`src/rtl/random_word_packer_pkg.sv`:
```
// Shared defaults and sizing helper for the random word packer.
package random_word_packer_pkg;

    localparam int unsigned DEF_WORD_WIDTH = 32;
    localparam int unsigned DEF_FIFO_DEPTH = 4;
    localparam int unsigned DEF_DROP_WIDTH = 16;

    // Ceiling log2; returns 0 for values of 0 or 1.
    function automatic int unsigned log2c(input int unsigned value);
        int unsigned result;
        result = 0;
        for (int unsigned i = 0; i < 32; i++) begin
            if ((32'd1 << i) < value) begin
                result = i + 1;
            end
        end
        return result;
    endfunction

endpackage

```
`src/rtl/rand_word_fifo.sv`:
```
// First-word-fall-through word buffer with occupancy count.
module rand_word_fifo
    import random_word_packer_pkg::*;
#(
    parameter int unsigned WIDTH = DEF_WORD_WIDTH,
    parameter int unsigned DEPTH = DEF_FIFO_DEPTH,
    localparam int unsigned AW   = log2c(DEPTH),
    localparam int unsigned CW   = AW + 1
) (
    input  logic             clk_i,
    input  logic             rst_ni,
    input  logic             push_i,
    input  logic [WIDTH-1:0] data_i,
    input  logic             pop_i,
    output logic [WIDTH-1:0] data_o,
    output logic             valid_o,
    output logic             full_o,
    output logic [CW-1:0]    count_o
);

    logic [WIDTH-1:0] mem_q [DEPTH];
    logic [AW-1:0]    wr_ptr_q, wr_ptr_d;
    logic [AW-1:0]    rd_ptr_q, rd_ptr_d;
    logic [CW-1:0]    count_q, count_d;
    logic             do_push;
    logic             do_pop;

    // Push is accepted when there is room, or when a pop frees a slot on the same edge.
    always_comb begin
        valid_o  = (count_q != '0);
        full_o   = (count_q == CW'(DEPTH));
        do_pop   = pop_i && valid_o;
        do_push  = push_i && (!full_o || do_pop);
        wr_ptr_d = do_push ? wr_ptr_q + AW'(1) : wr_ptr_q;
        rd_ptr_d = do_pop  ? rd_ptr_q + AW'(1) : rd_ptr_q;
        count_d  = count_q;
        if (do_push && !do_pop) begin
            count_d = count_q + CW'(1);
        end else if (do_pop && !do_push) begin
            count_d = count_q - CW'(1);
        end
        data_o  = valid_o ? mem_q[rd_ptr_q] : '0;
        count_o = count_q;
    end

    // Pointer and occupancy registers.
    always_ff @(posedge clk_i or negedge rst_ni) begin
        if (!rst_ni) begin
            wr_ptr_q <= '0;
            rd_ptr_q <= '0;
            count_q  <= '0;
        end else begin
            wr_ptr_q <= wr_ptr_d;
            rd_ptr_q <= rd_ptr_d;
            count_q  <= count_d;
        end
    end

    // Storage array; contents are only visible through data_o when valid.
    always_ff @(posedge clk_i) begin
        if (do_push) begin
            mem_q[wr_ptr_q] <= data_i;
        end
    end

endmodule

```
`src/rtl/random_word_packer.sv`:
```
// Packs a serial random bit stream MSB-first into words and buffers them.
module random_word_packer
    import random_word_packer_pkg::*;
#(
    parameter int unsigned WORD_WIDTH = DEF_WORD_WIDTH,
    parameter int unsigned FIFO_DEPTH = DEF_FIFO_DEPTH,
    parameter int unsigned DROP_WIDTH = DEF_DROP_WIDTH
) (
    input  logic                         CLK,
    input  logic                         RESET_N,
    input  logic                         ENABLE,
    input  logic                         BIT_IN,
    output logic [WORD_WIDTH-1:0]        WORD_OUT,
    output logic                         WORD_VALID,
    input  logic                         WORD_READY,
    output logic [log2c(FIFO_DEPTH):0]   FILL_LEVEL,
    output logic [DROP_WIDTH-1:0]        DROP_COUNT
);

    localparam int unsigned BCW = log2c(WORD_WIDTH);
    localparam logic [BCW-1:0] LAST_BIT = BCW'(WORD_WIDTH - 1);

    logic [1:0]            rst_sync_q;
    logic                  rst_n_int;
    // Only WORD_WIDTH-1 bits are held; the final bit goes straight into the buffer.
    logic [WORD_WIDTH-2:0] acc_q, acc_d;
    logic [BCW-1:0]        bit_cnt_q, bit_cnt_d;
    logic [DROP_WIDTH-1:0] drop_q, drop_d;
    logic                  word_done;
    logic                  pop;
    logic                  fifo_full;

    // Assert reset immediately, release it two edges later.
    always_ff @(posedge CLK or negedge RESET_N) begin
        if (!RESET_N) begin
            rst_sync_q <= '0;
        end else begin
            rst_sync_q <= {rst_sync_q[0], 1'b1};
        end
    end

    assign rst_n_int = rst_sync_q[1];

    // Shift/count logic and saturating drop counter next-state.
    always_comb begin
        word_done = ENABLE && (bit_cnt_q == LAST_BIT);
        acc_d     = acc_q;
        bit_cnt_d = bit_cnt_q;
        if (ENABLE) begin
            acc_d     = {acc_q[WORD_WIDTH-3:0], BIT_IN};
            bit_cnt_d = word_done ? '0 : bit_cnt_q + BCW'(1);
        end
        pop    = WORD_VALID && WORD_READY;
        drop_d = drop_q;
        if (word_done && fifo_full && !pop && (drop_q != '1)) begin
            drop_d = drop_q + DROP_WIDTH'(1);
        end
    end

    // Packing state and drop counter.
    always_ff @(posedge CLK or negedge rst_n_int) begin
        if (!rst_n_int) begin
            acc_q     <= '0;
            bit_cnt_q <= '0;
            drop_q    <= '0;
        end else begin
            acc_q     <= acc_d;
            bit_cnt_q <= bit_cnt_d;
            drop_q    <= drop_d;
        end
    end

    assign DROP_COUNT = drop_q;

    rand_word_fifo #(
        .WIDTH (WORD_WIDTH),
        .DEPTH (FIFO_DEPTH)
    ) u_fifo (
        .clk_i   (CLK),
        .rst_ni  (rst_n_int),
        .push_i  (word_done),
        .data_i  ({acc_q, BIT_IN}),
        .pop_i   (pop),
        .data_o  (WORD_OUT),
        .valid_o (WORD_VALID),
        .full_o  (fifo_full),
        .count_o (FILL_LEVEL)
    );

endmodule

```
`config.mk`:
```
export PLATFORM = sky130hd
export DESIGN_NAME = random_word_packer
export DESIGN_NICKNAME = d
export VERILOG_FILES = /design/src/rtl/random_word_packer_pkg.sv /design/src/rtl/rand_word_fifo.sv /design/src/rtl/random_word_packer.sv
export SDC_FILE = /design/constraint.sdc
export NUM_CORES = 1
export LEC_CHECK = 0
export CAP_MARGIN = 10
export CORE_UTILIZATION = 52
export DETAILED_ROUTE_END_ITERATION = 8
export PLACE_DENSITY = 0.77
export SLEW_MARGIN = 20
export SYNTH_ARGS = -nofsm -noshare
export SYNTH_HDL_FRONTEND = slang
export SYNTH_SLANG_ARGS = --single-unit
```
`constraint.sdc`:
```
create_clock -name CLK -period 1.9 [get_ports CLK]
set_input_delay 0.19 -clock CLK [delete_from_list [all_inputs] [get_ports CLK]]
set_output_delay 0.19 -clock CLK [all_outputs]
set_load 0.01 [all_outputs]
```
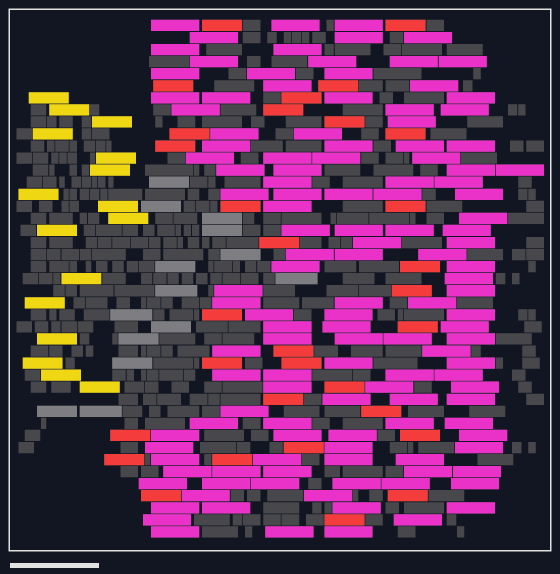
Fig. 1. Sequential cells coloured by netlist name (run 1).
Bar = 20 µm.
name in the netlist	colour	flops
u_fifo.mem_q	magenta	128
DROP_COUNT	yellow	16
acc_q	red	31
not coloured	14
flop share of the area: 54.2%
Seq. pwr: 5.71 mW
fin util: 71.2%
FF+latch area: 0.00538 mm²

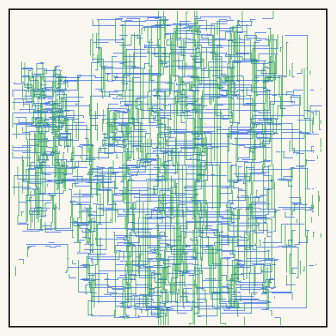
Fig. 2. Wiring by layer (run 1).
Only two layers are drawn.
layer	colour	wire length
met2	green	8310 µm
met1	blue	6550 µm

==> results_dict.tcl, run 1 <==
# flow metrics
set metrics [dict create \
    path_cells "ha_2 > and3_4 > ha_4 > nand2_4 > nor2_4 > buf_4 > buf_6 > and2_4 > buf_6 > buf_6 > buf_12" \
    period_minus_slack_ns 2.12 \
    synthCells 408 \
    violations "setup timing" \
    fp.dieH_um 122 \
    worst_pin_slew_ns 0.511 \
    ant_nets 0 \
    wl_per_cell_um 21.4 \
    clock_skew_ns 0.0134 \
    grt_pass1_vias 4214 \
    outcome "finished with violations" \
    reg2reg_depth 11 \
    cts_tree "built" \
    post-cts-setup-buffers 22 \
    nets 560 \
    cpMostUsedCell "buf_6" \
    cts-htree-levels 4 \
    setup_ws_ns -0.225 \
    final-hold-violation-count 0 \
    clkTransAtPathRegs_ns 0.06 \
    clock-root-buffer "clkbuf_16" \
    yosysWarningCount 0 \
    drt-pass1-iter-count 5 \
    finalSetupViolCount 163 \
    rsz0062_at_grt "true" \
    drv_slew 0 \
    layout_top_cell "edfxtp_1" \
    cts_hold_buf 1 \
    drt_iter0_drc 354 \
    max-slew-margin-rel_pct 65.9 \
    postSynthSeqShare_pct 71.9 \
    grt_usage_pct 21.3 \
]
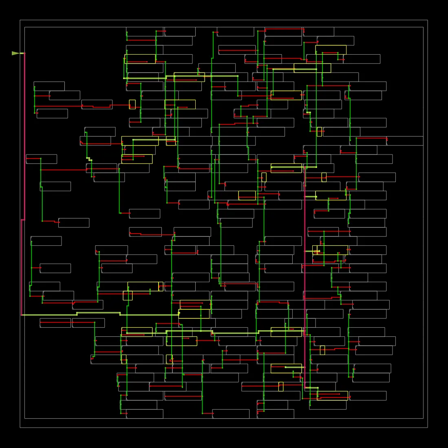
Fig. 3. Clock wiring as the flow saved it (run 1).
CTS buffer count: 17
clk ins delay skew pair: 0.43 ns

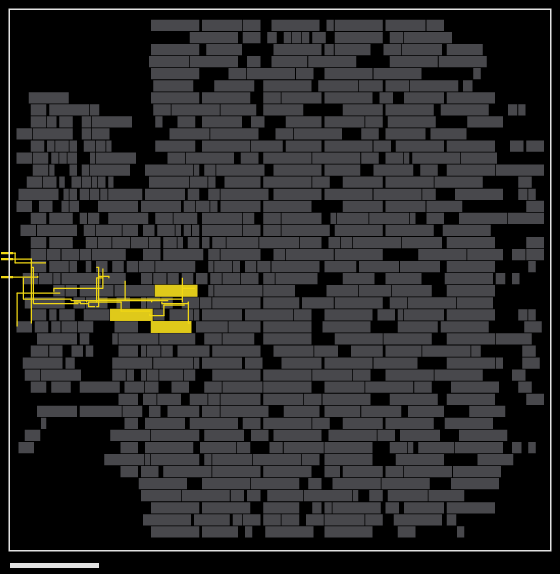
Fig. 4. Nets reached from selected ports (run 1).
Bar = 20 µm.
port	colour	bits	direction	edge	end cells	wire
FILL_LEVEL	yellow	3	output	west	3	220 µm
# port buffers: 56
num ports: 57

## run 1: cell usage after synthesis, drive strengths merged
cell type | instances | area, µm²
nand2 | 10 | 37.5
o21ai | 4 | 20.0
conb | 1 | 3.75
mux4 | 32 | 721
dfrtp | 61 | 1530
or3 | 2 | 12.5
and2 | 36 | 225
a22o | 1 | 8.76
inv | 5 | 18.8
and4 | 2 | 17.5
fa | 1 | 20.0
a41oi | 1 | 8.76
and3 | 4 | 25.0
nand4 | 4 | 25.0
o2bb2ai | 1 | 8.76
xor2 | 6 | 52.6
mux2 | 37 | 417
a31oi | 5 | 31.3
nor2 | 6 | 22.5
or4b | 1 | 13.8
edfxtp | 128 | 3840
nand3 | 9 | 45.0
clkbuf | 10 | 37.5
ha | 8 | 100
nor4b | 2 | 17.5
buf | 6 | 26.3
nor4 | 4 | 46.3
nor3 | 5 | 25.0
nand2b | 1 | 6.26
a21oi | 8 | 40.0
xnor2 | 7 | 61.3
## run 1: cells by family (layout without fill, tap and decap cells)
logic type,count (synthesis),count (layout),synth area share [%]
AOI/OAI and AO/OA,20,20,1.58
xor gates and xnor gates,13,13,1.53
adders and majority gates,9,9,1.61
buffers and inverters,21,172,1.11
DFF,189,189,71.9
muxes,69,69,15.2
other,1,1,0.0502
and+or+nand+nor,86,86,6.96
## run 1: registers in the layout, indices dropped and copies added (netlist names)
register         cells
u_fifo.rd_ptr_q      2
u_fifo.mem_q       128
u_fifo.count_o       3
acc_q               31
DROP_COUNT          16
bit_cnt_q            5
u_fifo.wr_ptr_q      2
rst_sync_q           2
## run 1: stage by stage
stage | power [mW] | utilization [%] | hold WS (ns) | TNS, ns | cells
6_report | 13.6 | 71.2 | 0.231 | -19.28 | 739
5_1_grt | 14.2 | 71.2 | 0.280 | -33.09 | 739
4_1_cts | 13.2 | 67.9 | 0.247 | -7.89 | 723
3_5_place_dp | 9.58 | 62.1 | 0.242 | -10.91 | 667
3_3_place_gp | 9.44 | 62.1 | 0.244 | -3.56 | 667
2_1_floorplan | 7.73 | - | -0.106 | -20.15 | 408
## run 1: power by group
group | total, mW | leakage, nW | switching, mW | internal, mW
registers | 5.71 | 1.91 | 0.565 | 5.15
logic | 4.53 | 1.62 | 1.71 | 2.82
clock network | 3.39 | 0.264 | 1.44 | 1.96
## run 1: area by class of cell
cell class	count	area, µm²	share of cell area, %
well taps	180	225	2.27
repair buffers	135	1530	15.4
clock buffers	23	458	4.62
multi-input cells	198	2210	22.3
clock inverters	9	96.3	0.971
inverters	5	18.8	0.189
flip-flops and latches	189	5380	54.2
## run 1: worst paths after layout
check	start	to	slack, ns
min in group CLK	rst_sync_q[0]	rst_sync_q[1]	0.35
hold reg to reg	rst_sync_q[1]	bit_cnt_q[4]	0.23
max in group asynchronous	rst_sync_q[1]	acc_q[9]	1.00
setup reg to reg	bit_cnt_q[1]	u_fifo.mem_q[1][31]	-0.22
setup / recovery	bit_cnt_q[1]	u_fifo.mem_q[1][31]	-0.22
hold / removal	rst_sync_q[1]	bit_cnt_q[4]	0.23
## run 1: routing by layer
metal	GRT usage, %	vias up	share of wire [%]
li1	-	1863	-
met1	27.4	2133	41
met2	35.0	135	52
met3	4.07	19	4.5
met4	10.1	0	1.6
met5	0	-	0
Fig. 5: run 1, close-up of the layout
Window x 10 to 50, y 71 to 111 µm. Cells in grey, sequential cells in the stronger grey; small squares are vias.
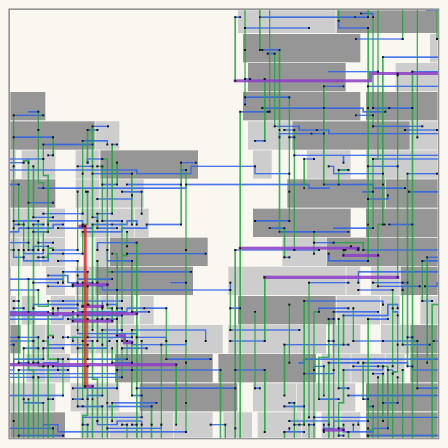

==> run 1 -> run 2 <==
--- a/config.mk
+++ b/config.mk
@@ -6,9 +6,11 @@
 export NUM_CORES = 1
 export LEC_CHECK = 0
 export CAP_MARGIN = 10
-export CORE_UTILIZATION = 52
+export CORE_ASPECT_RATIO = 0.6
+export CORE_UTILIZATION = 55
+export CTS_BUF_LIST = sky130_fd_sc_hd__clkbuf_4
 export DETAILED_ROUTE_END_ITERATION = 8
-export PLACE_DENSITY = 0.77
+export PLACE_DENSITY = 0.78
 export SLEW_MARGIN = 20
 export SYNTH_ARGS = -nofsm -noshare
 export SYNTH_HDL_FRONTEND = slang
==> constraint.sdc (replaced) <==
create_clock -name CLK -period 2.2 [get_ports CLK]
set_input_delay 0.22 -clock CLK [delete_from_list [all_inputs] [get_ports CLK]]
set_output_delay 0.22 -clock CLK [all_outputs]
set_load 0.01 [all_outputs]
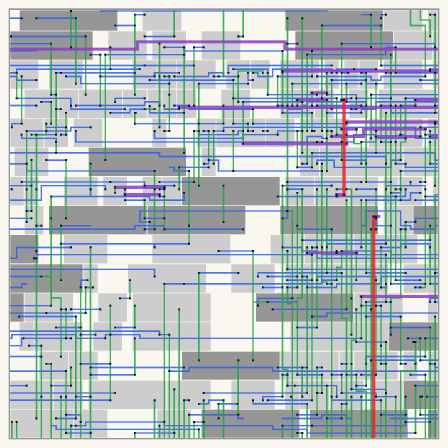
Fig. 6. Close-up of the layout (run 2).
Window x 18 to 58, y 49 to 89 µm. Cells in grey, sequential cells in the stronger grey; small squares are vias.
layer	colour
met4	red
met2	green
met1	blue
met3	purple
netlist names of flops here include	DROP_COUNT (8), bit_cnt_q (5)
most frequent	dfrtp_1 (14), buf_4 (10), clkdlybuf4s50_1 (9)
sequential cells in the window	14
cells with their middle in the window	114

==> results_dict.tcl, run 2 <==
# flow metrics
set metrics [dict create \
    outcome "finished with violations" \
    violations "DRC, setup timing" \
    nets 520 \
    highest_layer "met4" \
    grt_pass1_vias 3956 \
    async_reset_ff_share_pct 32.3 \
    cts-htree-levels 4 \
    ios 57 \
    wl_met3_um 538 \
    fp.dieH_um 92.2 \
    regMostFlops "u_fifo.mem_q" \
    setup_ws_ns -0.153 \
    port_buffers 56 \
    clock_skew_ns 0.0322 \
    synthCells 408 \
    drt_iter0_drc 383 \
    drc 7 \
    yosysWarningCount 0 \
    rsz0062_at_grt "true" \
    cap_violations 0 \
    cpMostUsedCell "buf_12" \
    postSynthSeqShare_pct 71.9 \
    netlist_top_cells_area "edfxtp_1 51%, dfrtp_1 20%, mux4_2 9.7%" \
    most_common_cell "edfxtp_1" \
    finalSetupViolCount 32 \
    final-hold-violation-count 0 \
    cts_inserted_buffers 17 \
    clk_latency_ns 0.55 \
    edf_count 128 \
    dr_wl_met2_um 6800 \
    clkTransAtPathRegs_ns 0.17 \
    ant_nets 0 \
    synth_top_area_share_pct 51.5 \
    top_area_cell "edfxtp_1" \
    common_cells "128 x edfxtp_1, 61 x dfrtp_1, 36 x and2_1, 36 x mux2_2, 32 x mux4_2" \
    reg2reg_depth 11 \
    drt-met1-wl_um 6940 \
    place_inst 640 \
    regArea_mm2 0.00537 \
    drv_slew 0 \
    period_minus_slack_ns 2.35 \
    drt-pass1-iter-count 7 \
    cts_tree "built" \
    layout_top_cell "edfxtp_1" \
    clock-root-buffer "clkbuf_4" \
    logic_area_mm2 0.00214 \
]
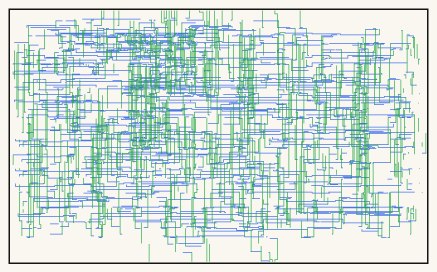
Fig. 7. Wiring by layer (run 2).
Only two layers are drawn.
layer	colour	wire length
met1	blue	6940 µm
met2	green	6800 µm
via count of the routed design: 3955
Global Route Usage Sum: 22.0%
routed len/inst: 20.9 µm

## run 2: cell counts after synthesis
No cell type changed its count.
## run 2: timing repair
| action | 4_1_cts | 5_1_grt |
|---|---|---|
| setup endpoints to repair | 34 | 36 |
| hold buffers | 1 | 0 |
| cloned | 4 | 0 |
| setup buffers | 10 | 5 |
| gates resized | 169 | 27 |
| endpoints found under the hold margin | 2 | 0 |
| pin swaps | 20 | 6 |
## run 2: metrics by stage
stage	power (mW)	utilization (%)	TNS (ns)
finish	10.8	69.7	-1.76
global placement	8.07	65.0	0
CTS	10.6	69.1	-3.62
global route	11.3	69.7	-4.45
floorplan	6.66	-	0
detailed placement	8.19	65.0	-0.0727
## run 2: cell type report
class / instances / area share [%]
Inverter: 5 / 0.206
Multi-Input combinational cell: 198 / 23.5
Tap cell: 170 / 2.34
Timing Repair Buffer: 95 / 11.5
Sequential cell: 189 / 59.0
Clock buffer: 17 / 1.40
Clock inverter: 15 / 1.99
## run 2: path summary, 6_finish.rpt
| check | startpoint | endpoint | slack (ns) |
|---|---|---|---|
| setup / recovery | u_fifo.rd_ptr_q[0] | WORD_OUT[14] | -0.15 |
| setup reg to reg | bit_cnt_q[1] | u_fifo.count_o[2] | 0.08 |
| max in group asynchronous | rst_sync_q[1] | u_fifo.count_o[1] | 1.43 |
| min in group CLK | ENABLE | u_fifo.wr_ptr_q[0] | 0.27 |
| hold reg to reg | rst_sync_q[1] | DROP_COUNT[2] | 0.17 |
| hold / removal | rst_sync_q[1] | DROP_COUNT[2] | 0.17 |
## run 2: cells by family (layout without fill, tap and decap cells)
kind of cell               after synthesis  after routing  share of synthesized area, %
AOI/OAI and AO/OA                       20             20                          1.58
xor gates and xnor gates                13             13                          1.53
adders and majority gates                9              9                          1.61
buffers and inverters                   21            132                          1.11
DFF                                    189            189                          71.9
muxes                                   69             69                          15.2
other                                    1              1                        0.0502
and+or+nand+nor                         86             86                          6.96
## run 2: where the power goes
| part | internal [mW] | switching, mW | leakage (nW) |
|---|---|---|---|
| clock network | 0.626 | 1.29 | 0.161 |
| registers | 4.43 | 0.444 | 1.91 |
| logic | 2.45 | 1.55 | 1.32 |
## run 2: layer usage
metal	global-route usage [%]	vias up
met4	6.97	0
met5	0	-
li1	-	1776
met2	33.9	102
met1	32.6	2065
met3	3.64	12
==> run 2 -> run 3 <==
--- a/config.mk
+++ b/config.mk
@@ -11,7 +11,7 @@
 export CTS_BUF_LIST = sky130_fd_sc_hd__clkbuf_4
 export DETAILED_ROUTE_END_ITERATION = 8
 export PLACE_DENSITY = 0.78
-export SLEW_MARGIN = 20
+export SLEW_MARGIN = 15
 export SYNTH_ARGS = -nofsm -noshare
 export SYNTH_HDL_FRONTEND = slang
 export SYNTH_SLANG_ARGS = --single-unit
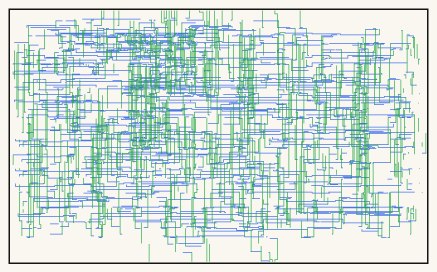
Fig. 8. Wiring by layer (run 3).
Only two layers are drawn.
layer	colour	wire length
met2	green	6800 µm
met1	blue	6940 µm

==> results_dict.tcl, run 3 <==
# flow metrics
set metrics [dict create \
    violations "DRC, setup timing" \
    wl_per_cell_um 20.9 \
    drt_iter0_drc 383 \
    clock_skew_ns 0.0322 \
    drt-pass1-iter-count 7 \
    port_buffers 56 \
    reg2reg_depth 11 \
    grt_pass1_vias 3956 \
    flop_cell "edfxtp_1" \
    synthCells 408 \
    cpMostUsedCell "buf_12" \
    final-hold-violation-count 0 \
    r2r_slack_ns 0.08 \
    drv_slew 0 \
    layout_top_cell "edfxtp_1" \
    via_count 3955 \
    edf_count 128 \
    postSynthSeqShare_pct 71.9 \
    r2r-start "bit_cnt_q[1]" \
    finalSetupViolCount 32 \
    grt_usage_pct 22.0 \
    fp.dieH_um 92.2 \
    most_common_cell "edfxtp_1" \
    timing.rr.end "u_fifo.count_o[2]" \
    netlist_top_cells_area "edfxtp_1 51%, dfrtp_1 20%, mux4_2 9.7%" \
    fp-utilization_pct 57.2 \
    regMostFlops "u_fifo.mem_q" \
    ios 57 \
    rsz0062_at_grt "true" \
    cts_tree "built" \
    async_reset_ff_share_pct 32.3 \
    largest_reg_flops 128 \
    outcome "finished with violations" \
    cts_inserted_buffers 17 \
    top_area_cell "edfxtp_1" \
    nets 520 \
    clk_latency_ns 0.55 \
    setup_ws_ns -0.153 \
    max_freq_mhz 425 \
    yosysWarningCount 0 \
    cts-htree-levels 4 \
    clkTransAtPathRegs_ns 0.17 \
    cap_violations 0 \
    drc 7 \
]
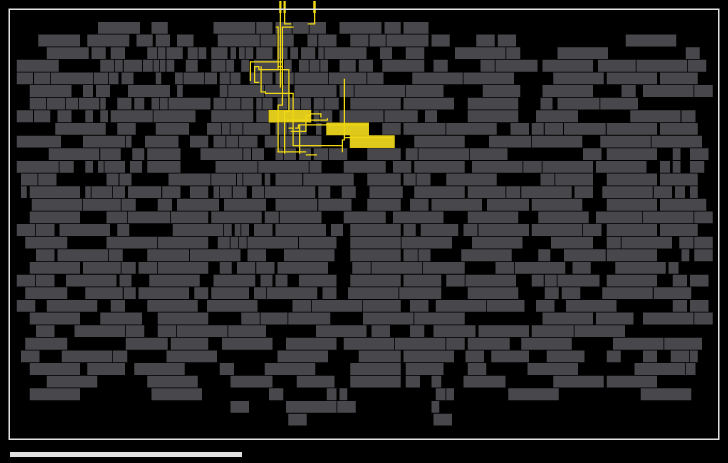
Fig. 9. Nets reached from selected ports (run 3).
Bar = 50 µm.
port	colour	bits	direction	edge	end cells	wire
FILL_LEVEL	yellow	3	output	north	3	220 µm

-- run 3: what timing repair did --
action	CTS	global route
pin swaps	20	6
hold endpoints to repair	2	0
hold buffers	1	0
endpoints found under the setup margin	34	36
gates cloned	4	0
setup buffers	10	5
resized	169	27
-- run 3: final cells by class --
type                    instances  area (µm²)  area share [%]
flip-flops and latches        189        5370            59.0
multi-input cells             198        2140            23.5
repair buffers                 95        1040            11.5
well taps                     170         213            2.34
clock inverters                15         181            1.99
clock buffers                  17         128            1.40
inverters                       5        18.8           0.206
-- run 3: metal layers --
| metal | vias to the layer above | routed length (µm) | track usage, % |
|---|---|---|---|
| met5 | - | 0 | 0 |
| met3 | 12 | 538 | 3.64 |
| met2 | 102 | 6800 | 33.9 |
| met1 | 2065 | 6940 | 32.6 |
| li1 | 1776 | - | - |
| met4 | 0 | 133 | 6.97 |
-- run 3: worst max path at each step --
stage / from / to / slack, ns
after floorplan: bit_cnt_q[0] / u_fifo.count_o[2] / 0.03
after global placement: WORD_READY / DROP_COUNT[11] / 0.01
after detailed placement: bit_cnt_q[0] / u_fifo.count_o[2] / -0.04
after CTS: u_fifo.rd_ptr_q[0] / WORD_OUT[14] / -0.17
after global routing: u_fifo.rd_ptr_q[0] / WORD_OUT[14] / -0.23
final: u_fifo.rd_ptr_q[0] / WORD_OUT[14] / -0.15
-- run 3: through the flow --
stage / hold WS [ns] / setup TNS, ns / instance area (µm²) / std cells / total power [mW]
after floorplan: -0.0756 / 0 / 7510 / 408 / 6.66
after global placement: 0.175 / 0 / 8480 / 640 / 8.07
after detailed placement: 0.175 / -0.0727 / 8480 / 640 / 8.19
after CTS: 0.188 / -3.62 / 9020 / 687 / 10.6
after global routing: 0.208 / -4.45 / 9100 / 689 / 11.3
final: 0.172 / -1.76 / 9100 / 689 / 10.8
-- run 3: report_power, final --
part           total, mW  internal, mW  switching [mW]
sequential          4.88          4.43           0.444
clock               1.92         0.626            1.29
combinational       3.99          2.45            1.55
-- run 3: logic make-up (layout without fill, tap and decap cells) --
family                     Yosys count  count (layout)  share of synthesized area (%)
xor gates and xnor gates            13              13                           1.53
AOI/OAI and AO/OA                   20              20                           1.58
other                                1               1                         0.0502
buffers and inverters               21             132                           1.11
adders and majority gates            9               9                           1.61
and+or+nand+nor                     86              86                           6.96
DFF                                189             189                           71.9
muxes                               69              69                           15.2
Power is estimated from default activity; no workload was simulated.
